Fig. 1: run 1, placement view
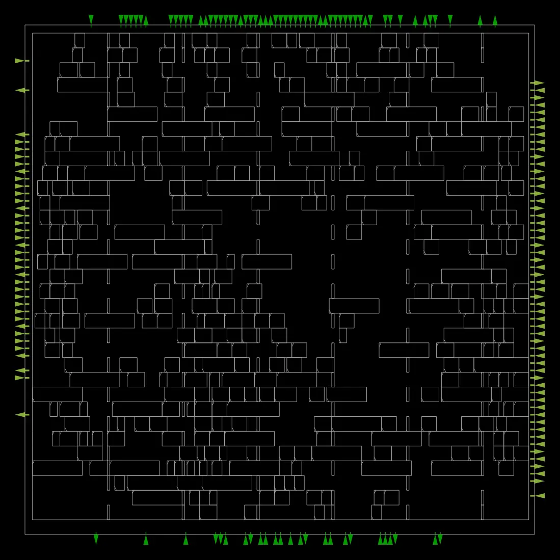
Fig. 2: run 1, a small window of the routed layout
Window x 32 to 62, y 32 to 62 um. Cells in grey, sequential cells in the stronger grey; small squares are vias.
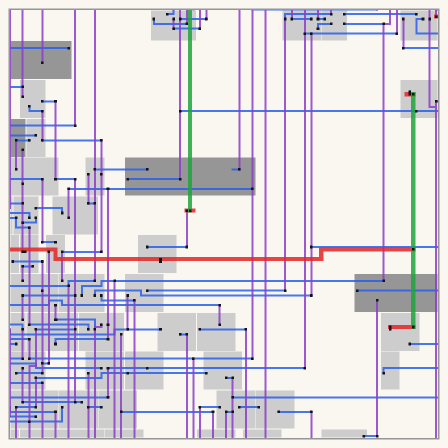
Fig. 3: run 1, gate families picked out
(4 px per um)
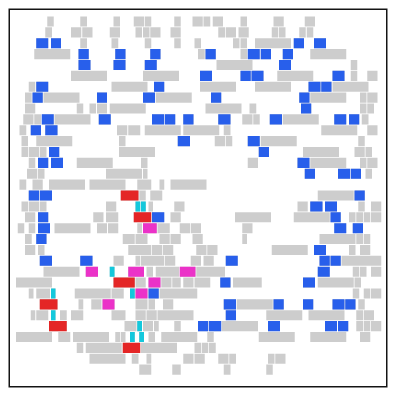
**config.mk**
```make
export PLATFORM = sky130hd
export DESIGN_NAME = toy_lsu_port_sched
export DESIGN_NICKNAME = d
export VERILOG_FILES = /design/src/rtl/toy_lsu_port_sched_pkg.sv /design/src/rtl/toy_lsu_starve_cnt.sv /design/src/rtl/toy_lsu_port_sched.sv
export SDC_FILE = /design/constraint.sdc
export NUM_CORES = 1
export LEC_CHECK = 0
export CORE_UTILIZATION = 40
export CTS_BUF_LIST = sky130_fd_sc_hd__clkbuf_4
export CTS_CLUSTER_SIZE = 28
export DETAILED_ROUTE_END_ITERATION = 6
export DONT_BUFFER_PORTS = 1
export GPL_ROUTABILITY_DRIVEN = 0
export PLACE_DENSITY_LB_ADDON = 0.05
export REMOVE_ABC_BUFFERS = 1
export SLEW_MARGIN = 40
export SYNTH_ARGS = -nofsm -noshare
export SYNTH_HDL_FRONTEND = slang
export SYNTH_SLANG_ARGS = --single-unit
```
**constraint.sdc**
```tcl
create_clock -name clk -period 2.6 [get_ports clk]
set_input_delay 0.65 -clock clk [delete_from_list [all_inputs] [get_ports clk]]
set_output_delay 0.65 -clock clk [all_outputs]
set_load 0.01 [all_outputs]
```
**src/rtl/toy_lsu_port_sched_pkg.sv**
```systemverilog
// Shared types and defaults for the LSU request-port scheduler.
// agu_pkg is the AGU request payload carried from AGU/replay into the dcache port.
package toy_pack;

    typedef struct packed {
        logic [31:0] addr;
        logic [1:0]  size;
        logic        is_store;
        logic [4:0]  tag;
    } agu_pkg;

    localparam int LSU_ARB_N          = 3;
    localparam int LSU_STARVE_THR_DEF = 8;

    // Wait-counter width; a threshold of 0 still needs a 1-bit counter.
    function automatic int lsu_wait_w(input int thr);
        return (thr < 1) ? 1 : $clog2(thr + 1);
    endfunction

endpackage

```
**src/rtl/toy_lsu_starve_cnt.sv**
```systemverilog
// One per-source wait counter: counts consecutive unserved valid cycles,
// saturates at STARVE_THR, and flags the source urgent once it gets there.
module toy_lsu_starve_cnt
    import toy_pack::*;
#(
    parameter int STARVE_THR = LSU_STARVE_THR_DEF,
    parameter int WAIT_W     = lsu_wait_w(LSU_STARVE_THR_DEF)
) (
    input  logic clk,
    input  logic rst_n,
    input  logic vld,
    input  logic hs,
    input  logic flush,
    output logic urgent
);

    localparam logic [WAIT_W-1:0] THR = WAIT_W'(STARVE_THR);

    logic [WAIT_W-1:0] cnt_q;
    logic [WAIT_W-1:0] cnt_d;

    always_comb begin
        // NOTE: assign the default before any branch so no path leaves cnt_d unassigned (no latch).
        cnt_d = cnt_q;
        if (!vld || hs || flush) begin
            cnt_d = '0;
        end else if (cnt_q != THR) begin
            cnt_d = cnt_q + 1'b1;
        end
    end

    always_ff @(posedge clk or negedge rst_n) begin
        if (!rst_n) begin
            cnt_q <= '0;
        end else begin
            // NOTE: non-blocking so every flop samples pre-edge values regardless of block order.
            cnt_q <= cnt_d;
        end
    end

    assign urgent = (STARVE_THR != 0) && (cnt_q == THR);

endmodule

```
**src/rtl/toy_lsu_port_sched.sv**
```systemverilog
// Schedules load, store and replay AGU streams onto the single dcache request
// port: fixed priority 0>1>2 with starvation promotion, registered output slice.
module toy_lsu_port_sched
    import toy_pack::*;
#(
    parameter int N_SRC      = LSU_ARB_N,
    parameter int STARVE_THR = LSU_STARVE_THR_DEF
) (
    input  logic                 clk,
    input  logic                 rst_n,
    input  logic   [N_SRC-1:0]   v_s_vld,
    output logic   [N_SRC-1:0]   v_s_rdy,
    input  agu_pkg [N_SRC-1:0]   v_s_pld,
    input  logic                 flush,
    output logic                 m_vld,
    output agu_pkg               m_pld,
    input  logic                 m_rdy,
    output logic   [N_SRC-1:0]   urgent
);

    localparam int WAIT_W = lsu_wait_w(STARVE_THR);

    logic             load_ok;
    logic [N_SRC-1:0] urg_req;
    logic [N_SRC-1:0] cand;
    logic [N_SRC-1:0] grant;
    logic [N_SRC-1:0] hs;

    logic   m_vld_q, m_vld_d;
    agu_pkg m_pld_q, m_pld_d;

    // The slot can take a new request when empty or being drained this cycle.
    assign load_ok = !flush && (!m_vld_q || m_rdy);

    // Urgent requesters pre-empt the plain ones; lowest index wins within a class.
    assign urg_req = v_s_vld & urgent;
    assign cand    = (|urg_req) ? urg_req : v_s_vld;
    assign grant   = cand & (~cand + 1'b1);

    assign v_s_rdy = grant & {N_SRC{load_ok}};
    assign hs      = v_s_vld & v_s_rdy;

    for (genvar i = 0; i < N_SRC; i++) begin : g_cnt
        toy_lsu_starve_cnt #(
            .STARVE_THR (STARVE_THR),
            .WAIT_W     (WAIT_W)
        ) u_cnt (
            .clk    (clk),
            .rst_n  (rst_n),
            .vld    (v_s_vld[i]),
            .hs     (hs[i]),
            .flush  (flush),
            .urgent (urgent[i])
        );
    end

    always_comb begin
        m_vld_d = m_vld_q;
        m_pld_d = m_pld_q;
        if (flush) begin
            m_vld_d = 1'b0;
        end else if (|hs) begin
            m_vld_d = 1'b1;
            for (int i = 0; i < N_SRC; i++) begin
                if (hs[i]) begin
                    m_pld_d = v_s_pld[i];
                end
            end
        end else if (m_rdy) begin
            m_vld_d = 1'b0;
        end
    end

    always_ff @(posedge clk or negedge rst_n) begin
        if (!rst_n) begin
            m_vld_q <= 1'b0;
            // NOTE: the payload is a single slice register, not a memory, so it is reset to a defined value.
            m_pld_q <= '0;
        end else begin
            m_vld_q <= m_vld_d;
            m_pld_q <= m_pld_d;
        end
    end

    assign m_vld = m_vld_q;
    assign m_pld = m_pld_q;

endmodule
```
==> out/qor.csv, run 1 <==
metric;value;unit
Area after DPL;3496;um^2
Die Span X;93.99;um
Total Power Consumption;1900;uW
mi-comb count;260;
Seq pwr share;59.3;%
WP data required;1.95;ns
placed cell count;447;
list of cells traversed by the critical path;inv_1 > ha_1 > nand4b_1 > a21o_1 > a21oi_4 > and3_4;
CTS clk-pin slew, worst paths;0.17;ns
Plain + repair buffers;29;
outcome;finished clean;
clock insertion delay at the later pin of the skew report;0.38;ns
Ports;174;
leakage power summed over all cells;0.001650;uW
power spent charging and discharging nets;634.4;uW
actual slew at the worst max-slew pin;0.4682;ns
fmax;397.7;MHz
largest contributor to cell area by class;combinational gates;
Synth Seq Share;39.19;%
count of placed standard cells in the final layout, fillers left out;464;
total count of hold-check failures in the final report;0;
met3 WL;825;um
worst setup slack before clock tree synthesis;0.3030;ns
Crit Reg-Reg Endpoint;m_pld[19];
final routed wirelength across all metal layers;10210;um
share of the synthesized area in the top cell type;39.19;%
worst setup path start;g_cnt[2].u_cnt.cnt_q[0];
ratio of final minimum period to clock period;96.70;%
GR Util met2;36.31;%
total met2 wirelength after detailed routing;4775;um
logic depth of the worst register-to-register path;10;
fraction of layout cells with a size suffix above 1;13.65;%
Min-Delay Path Class;primary input to asynchronous set/reset pin;
logic share of the area;50.36;%
via/cell ratio;6.287;
iteration count of the initial detailed-routing pass;6;
GR Layer Usage met1;29.72;%
Commonest cells post-synth;53 x dfrtp_1, 43 x o21ai_0, 42 x nor3_1;
proportion of power drawn by combinational gates;21.3;%
fraction of the core area covered by cells at the end of the flow;44.78;%
number of warnings printed during yosys synthesis;0;
signal buffers share of area;7.616;%
CTS Root Buffer Type;clkbuf_4;
Avg WL per Cell;21.99;um
top layer reached by signal wires;met4;
netlist area before placement;3384;um^2
total of max-cap violations;0;
Area growth, synth to finish;8.725;%
DR vias;2917;
total clock buffers created by CTS;5;
cell with the largest stage delay on the worst path;dfrtp_1;
most area-hungry cell type in the Yosys netlist;dfrtp_1;
wire length of the first global-routing pass;15010;um
clock buffer count in the final layout;5;
Final Skew;0.02528;ns
Final Instance Area;3680;um^2
switching share of total power;33.38;%
fraction of area in clock buffers and inverters;1.496;%
number of global-route vias before repair;2687;
most utilized layer in the global route result;met2;
chip area in the Yosys report;3384;um^2
Slowest Stage Delay on Critical Path;0.42;ns
M1 WL;4548;um
most used flip-flop cell;dfrtp_1;
area of all sequential standard cells;1326;um^2
Chip Footprint;8833;um^2
Clock power frac;19.4;%
All-Layer GR Usage;22.39;%
final sum of negative setup slack;0;ns
number of buffers between clock root and the deepest sink;2;
number of diodes;0;
OpenROAD warning count;28;
count of endpoints failing setup in the final report;0;
TritonCTS clock tree;yes;
Worst slew margin;68.74;%
Notes on Fig. 1 above:
fraction of area in registers: 36.04%
TAP cells: 105
area of the core: 8217 um^2
standard-cell row count: 33

Notes on Fig. 2 above:
red -> metal 3
blue -> metal 1
purple -> metal 2
green -> metal 4
netlist names of flops here include = `g_cnt.u_cnt.cnt_q` (1), `m_pld` (1)
cells with their middle in the window = 35
most frequent = buf_4 (10), nor2_1 (3), clkbuf_4 (3)
sequential cells in the window = 2

Notes on Fig. 3 above:
red -> adder and majority cells  # cells 6
magenta -> AND and OR gates  # cells 7
blue -> AND-OR and OR-AND gates  # cells 83, where spread over the die
cyan -> inverters  # cells 9

==> run 1: power by group through the flow <==
| stage | Sequential, uW | Combinational, uW | Clock [uW] |
|---|---|---|---|
| 6_report | 1130 | 405 | 369 |
| 3_5_place_dp | 1140 | 373 | 0 |
| 5_1_grt | 1140 | 450 | 428 |
| 3_3_place_gp | 1150 | 361 | 0 |
| 2_1_floorplan | 1100 | 281 | 0 |
| 4_1_cts | 1130 | 399 | 394 |
==> run 1: timing repair <==
| action | in CTS | in global routing |
|---|---|---|
| hold buffers | 1 | 0 |
| hold endpoints to repair | 53 | 0 |
| setup buffers | 3 | 4 |
| cloned | 0 | 1 |
| pin swaps | 3 | 2 |
| gates resized | 3 | 5 |
| setup endpoints to repair | 3 | 3 |
==> run 1: state kept, by name (all words and copies together), names as in the netlist <==
signal / cells
g_cnt.u_cnt.cnt_q: 12
m_vld: 1
m_pld: 40
==> run 1: kinds of logic after synthesis <==
family / count (synthesis) / share of synthesized area, %
muxes: 3 / 0.8873
and+or+nand+nor: 71 / 11.20
buffers and inverters: 53 / 7.541
adders and majority gates: 6 / 2.218
AOI/OAI and AO/OA: 172 / 36.90
xor gates and xnor gates: 8 / 2.070
DFF: 53 / 39.19
==> run 1: how the worst max path moves through the flow <==
stage / end / slack, ns / cells past startpoint
2_1_floorplan: v_s_rdy[2] / -1.01 / 4
3_3_place_gp: v_s_rdy[0] / 0.30 / 4
3_5_place_dp: v_s_rdy[0] / 0.30 / 6
4_1_cts: v_s_rdy[2] / 0.03 / 6
5_1_grt: v_s_rdy[0] / -0.01 / 6
6_report: v_s_rdy[2] / 0.09 / 6
==> run 1: critical path: cells and delay by family (launching register included) <==
kind,cells,cell delay [ns]
simple gates,2,0.37
fa+ha+maj,1,0.16
buf+inv,1,0.10
compound gates,2,0.46
flops,1,0.42
==> run 2, diff against run 1 <==
CTS_CLUSTER_DIAMETER = 100   (was not set)
==> out/qor.csv, run 2 <==
metric;value;unit;change
worst setup path start;g_cnt[2].u_cnt.cnt_q[0];;
clock insertion delay at the later pin of the skew report;0.38;ns;about the same
mi-comb count;260;;unchanged
number of cells on the critical path;6;;unchanged
Final Skew;0.02528;ns;unchanged
actual slew at the worst max-slew pin;0.4682;ns;unchanged
fmax;397.7;MHz;unchanged
standard-cell row count;33;;unchanged
worst setup slack before clock tree synthesis;0.3030;ns;unchanged
Total Power Consumption;1900;uW;unchanged
TAP cells;105;;unchanged
number of global-route vias before repair;2687;;unchanged
fraction of area in clock buffers and inverters;1.496;%;unchanged
fraction of layout cells with a size suffix above 1;13.65;%;unchanged
CTS clk-pin slew, worst paths;0.17;ns;about the same
number of buffers between clock root and the deepest sink;2;;unchanged
placed cell count;447;;unchanged
Die Span X;93.99;um;unchanged
share of the synthesized area in the top cell type;39.19;%;unchanged
cell with the largest stage delay on the worst path;dfrtp_1;;
number of warnings printed during yosys synthesis;0;;unchanged
Slowest Stage Delay on Critical Path;0.42;ns;about the same
outcome;finished clean;;
logic depth of the worst register-to-register path;10;;unchanged
top layer reached by signal wires;met4;;
WP data required;1.95;ns;about the same
netlist area before placement;3384;um^2;unchanged
area of all sequential standard cells;1326;um^2;unchanged
signal buffers share of area;7.616;%;unchanged
Area after DPL;3496;um^2;unchanged
total of max-cap violations;0;;unchanged
most utilized layer in the global route result;met2;;
via/cell ratio;6.287;;unchanged
total count of hold-check failures in the final report;0;;unchanged
Min-Delay Path Class;primary input to asynchronous set/reset pin;;
-- run 2: worst min path at each step --
stage               startpoint                 endpoint  slack [ns]  cells after the start
CTS                      rst_n                m_pld[34]         0.1                      1
global placement         rst_n                m_pld[20]        0.36                      0
floorplan                rst_n  g_cnt[0].u_cnt.cnt_q[0]        0.35                      0
finish                   rst_n                m_pld[34]        0.11                      1
global route             rst_n                m_pld[34]        0.08                      1
detailed placement       rst_n                m_pld[20]        0.36                      0
-- run 2: what timing repair did --
| item | 4_1_cts | 5_1_grt |
|---|---|---|
| cloned | 0 | 1 |
| gates resized | 3 | 5 |
| endpoints found under the setup margin | 3 | 3 |
| setup buffers | 3 | 4 |
| hold buffers | 1 | 0 |
| pin swaps | 3 | 2 |
| endpoints found under the hold margin | 53 | 0 |
-- run 2: cells by family (layout without fill, tap and decap cells) --
logic type	after synthesis	after routing	share of synthesized area, %
xor+xnor	8	8	2.070
mux	3	3	0.8873
fa+ha+maj	6	6	2.218
flops	53	53	39.19
compound gates	172	172	36.90
buf+inv	53	46	7.541
simple gates	71	71	11.20
-- run 2: where the power goes --
| part | leakage, uW | internal [uW] | switching, uW | total (uW) |
|---|---|---|---|---|
| Clock | 0.0000326 | 103 | 266 | 369 |
| Combinational | 0.000966 | 207 | 198 | 405 |
| Sequential | 0.000651 | 956 | 171 | 1130 |
| Total | 0.00165 | 1270 | 634 | 1900 |
-- run 2: worst register-to-register path, stage by stage, from the launching register on --
cell and delay [ns]:
dfrtp_1 0.42, inv_1 0.10, ha_1 0.16, nand4b_1 0.14, a21o_1 0.26, buf_4 0.15
buf_4 0.13, a221oi_4 0.36, nor2_4 0.12, buf_12 0.19, a22o_1 0.25
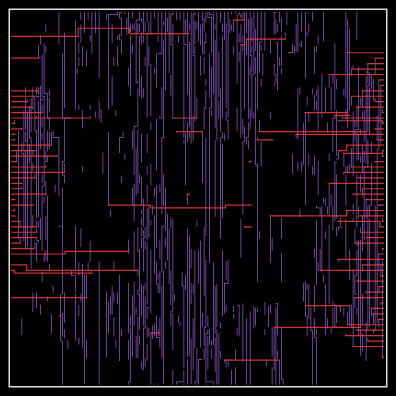
Fig. 4. Signal wires by layer (run 2).
(4 px per um) Only two layers are drawn.
purple -> metal 2  # wire length 4780 um
red -> metal 3  # wire length 825 um

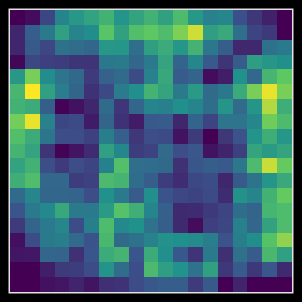
Fig. 5. Wire density map (run 2).
(3 px per um) 19 x 19 tiles, from dark purple (low) to yellow (high), scaled to the fullest tile. Values are wire area over tile area, all layers added.
tiles over half the peak = 28%
mean over tiles = 0.19
densest ninth of the die = top centre
nearly empty tiles = 4.2%
Avg WL per Cell: 21.99 um
final routed wirelength across all metal layers: 10210 um
All-Layer GR Usage: 22.39%

==> run 3, diff against run 2 <==
CORE_ASPECT_RATIO = 1.2   (was not set)
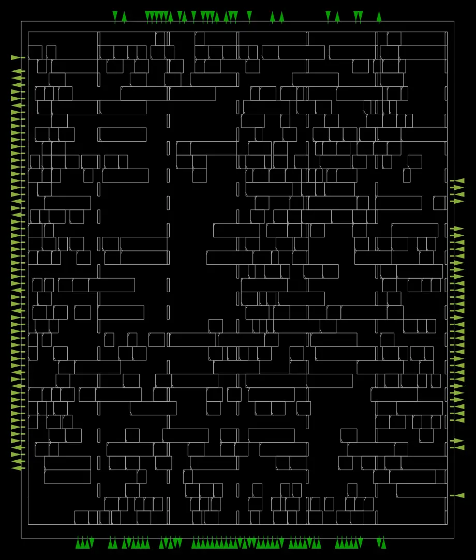
Fig. 6. Placement view (run 3).
fraction of the core area covered by cells at the end of the flow: 45.90%
TAP cells: 114
count of placed standard cells in the final layout, fillers left out: 475

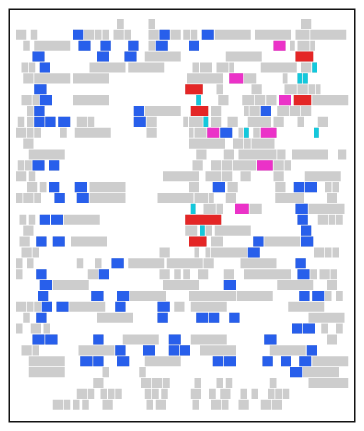
Fig. 7. Gate families picked out (run 3).
(4 px per um)
cyan -> inverters  # cells 9
red -> adder and majority cells  # cells 6
magenta -> AND and OR gates  # cells 7
blue -> AND-OR and OR-AND gates  # cells 83, where spread over the die

==> out/qor.csv, run 3 <==
metric;value;unit;change
outcome;finished clean;;
OpenROAD warning count;29;;
heaviest power group;sequential cells;;
share of the synthesized area in the top cell type;39.19;%;unchanged
worst setup slack before clock tree synthesis;0.2964;ns;-0.006531 ns
leakage power summed over all cells;0.001675;uW;
WP data required;1.95;ns;about the same
Main area contributors;dfrtp_1 39%, a22o_1 10%, a211oi_1 9.1%, a21o_1 9.1%, o21ai_0 6.4%;;
hpwl dp;6735;um;
wire length of the first global-routing pass;15450;um;
final layout net count;493;;
number of antenna violations at the first check in global routing;0;;
number of warnings printed during yosys synthesis;0;;unchanged
total clock buffers created by CTS;5;;
number of setup buffers added after CTS;6;;+3
floorplan-stage core utilization;41.51;%;
Yosys Instances;366;;
Worst slew margin;66.14;%;
Residual DRC;0;;
CTS Root Buffer Type;clkbuf_4;;
fraction of layout cells with a size suffix above 1;14.40;%;+0.76 points
count of state elements after synthesis;53;;
Final Instance Area;3742;um^2;
Die Span X;85.97;um;-8.5%
Crit path arrival time;1.90;ns;
Synth Seq Share;39.19;%;
number of diodes;0;;
power spent charging and discharging nets;644.9;uW;+1.7%
crit end category;output pin;;
ratio of final minimum period to clock period;97.94;%;
global route overflow;0;;
Min-Delay Path Class;primary input to asynchronous set/reset pin;;
fmax;392.7;MHz;-1.3%
Final Skew;0.01433;ns;-0.01095 ns
Area after DPL;3472;um^2;-0.68%
chip area in the Yosys report;3384;um^2;
count of endpoints failing setup in the final report;0;;
internal power component;1303;uW;+2.9%
number of global-route vias before repair;2813;;+4.7%
power attributed to the clock group;400;uW;+8.4%
DR vias;2972;;
number of enable flip-flop cells;0;;
Period minus WS final;2.547;ns;
worst setup path start;g_cnt[0].u_cnt.cnt_q[0];;
largest net degree at the start of global routing;54;;
total count of hold-check failures in the final report;0;;unchanged
final routed wirelength across all metal layers;10380;um;+1.7%
die extent in y;102.8;um;
most frequent cell after synthesis;dfrtp_1;;
via/cell ratio;6.257;;-0.47%
CTS clk-pin slew, worst paths;0.16;ns;about the same
All-Layer GR Usage;22.92;%;+0.53 points
most instantiated logic cell after routing;dfrtp_1;;
async set-or-reset flop fraction in the synthesized netlist;100.0;%;
switching share of total power;33.11;%;-0.27 points
actual slew at the worst max-slew pin;0.5078;ns;+0.03966 ns
Max VDD drop;0.0002204;V;
sequential-cell power consumption;1130;uW;about the same
setup repair after global routing missed its margin;yes;;
highest-count cells in the layout ignoring fill and taps;53 x dfrtp_1, 43 x o21ai_0, 42 x nor3_1, 41 x a21o_1, 41 x a211oi_1;;
violation count after the first detailed-routing iteration;117;;
Chip Footprint;8835;um^2;
Ports;174;;
proportion of power drawn by combinational gates;21.5;%;+0.2 points
count of hold buffers inserted by post-cts repair;1;;unchanged
max FFs per register;40;;
Avg WL per Cell;21.86;um;-0.62%
standard-cell row count;36;;+9.1%
Setup WS post-layout;0.05345;ns;
Seq pwr share;58.0;%;-1.3 points
Area growth, synth to finish;10.57;%;
netlist area before placement;3384;um^2;unchanged
Netlist cell types;33;;
iteration count of the initial detailed-routing pass;4;;
Total Power Consumption;1948;uW;+2.5%
category of the critical setup timing path;flop to output pin;;
TritonCTS clock tree;yes;;
clock insertion delay at the later pin of the skew report;0.38;ns;about the same
Clock power frac;20.5;%;+1.1 points
mean cell area of the mapped netlist;9.247;um^2;
total of max-cap violations;0;;unchanged
number of buffers between clock root and the deepest sink;2;;unchanged
most area-hungry cell type in the Yosys netlist;dfrtp_1;;
power in combinational cells;418;uW;+3%
number of cells upsized or downsized after cts;9;;+6
maximum fanout encountered on the critical timing path;6;;
run 3: final timing paths:
| check | to | cells after the start | slack [ns] |
|---|---|---|---|
| worst max-delay path | v_s_rdy[0] | 6 | 0.05 |
| worst min-delay path | m_pld[0] | 1 | 0.08 |
| worst max register to register | m_pld[23] | 11 | 0.09 |
| worst min register to register | g_cnt[1].u_cnt.cnt_q[3] | 2 | 0.58 |
| max in group asynchronous | g_cnt[2].u_cnt.cnt_q[1] | 1 | 2.23 |
| min in group clk | m_vld | 1 | 0.37 |
run 3: cell type report:
class,instances,area [um^2]
Fill cell,793,4410
Inverter,9,33.78
Tap cell,114,142.6
Clock inverter,1,7.507
Sequential cell,53,1326
Multi-Input combinational cell,260,1864
Clock buffer,7,52.55
Timing Repair Buffer,31,315.3
run 3: logic make-up after synthesis:
group	share of synthesized area, %
multiplexers	0.8873
adder cells (fa/ha/maj)	2.218
AND/OR/NAND/NOR	11.20
flip-flops	39.19
buffers and inverters	7.541
AND-OR/OR-AND	36.90
XOR/XNOR	2.070
run 3: worst max-delay path: stages, from the launching register on:
cell and delay, ns:
dfrtp_1 0.41, inv_1 0.08, ha_1 0.23, and3b_1 0.20, a21o_1 0.20, and4b_2 0.25
buf_12 0.14
run 3: routing by layer:
metal | track usage (%) | wire [um] | vias up | part of all wire [%]
met5 | 0 | 0 | - | 0
met4 | 5.641 | 177 | 0 | 1.7
met3 | 6.245 | 784 | 15 | 7.6
met2 | 39.26 | 5007 | 137 | 48
met1 | 28.77 | 4412 | 1447 | 42
li1 | - | - | 1373 | -
run 3: stage by stage:
step | setup TNS [ns] | cells
after floorplan | -27.05 | 322
after global placement | 0 | 453
after detailed placement | 0 | 453
after CTS | 0 | 470
after global routing | -0.1583 | 475
final | 0 | 475
Power figures rest on the tool's default switching activity, not on a simulated workload.
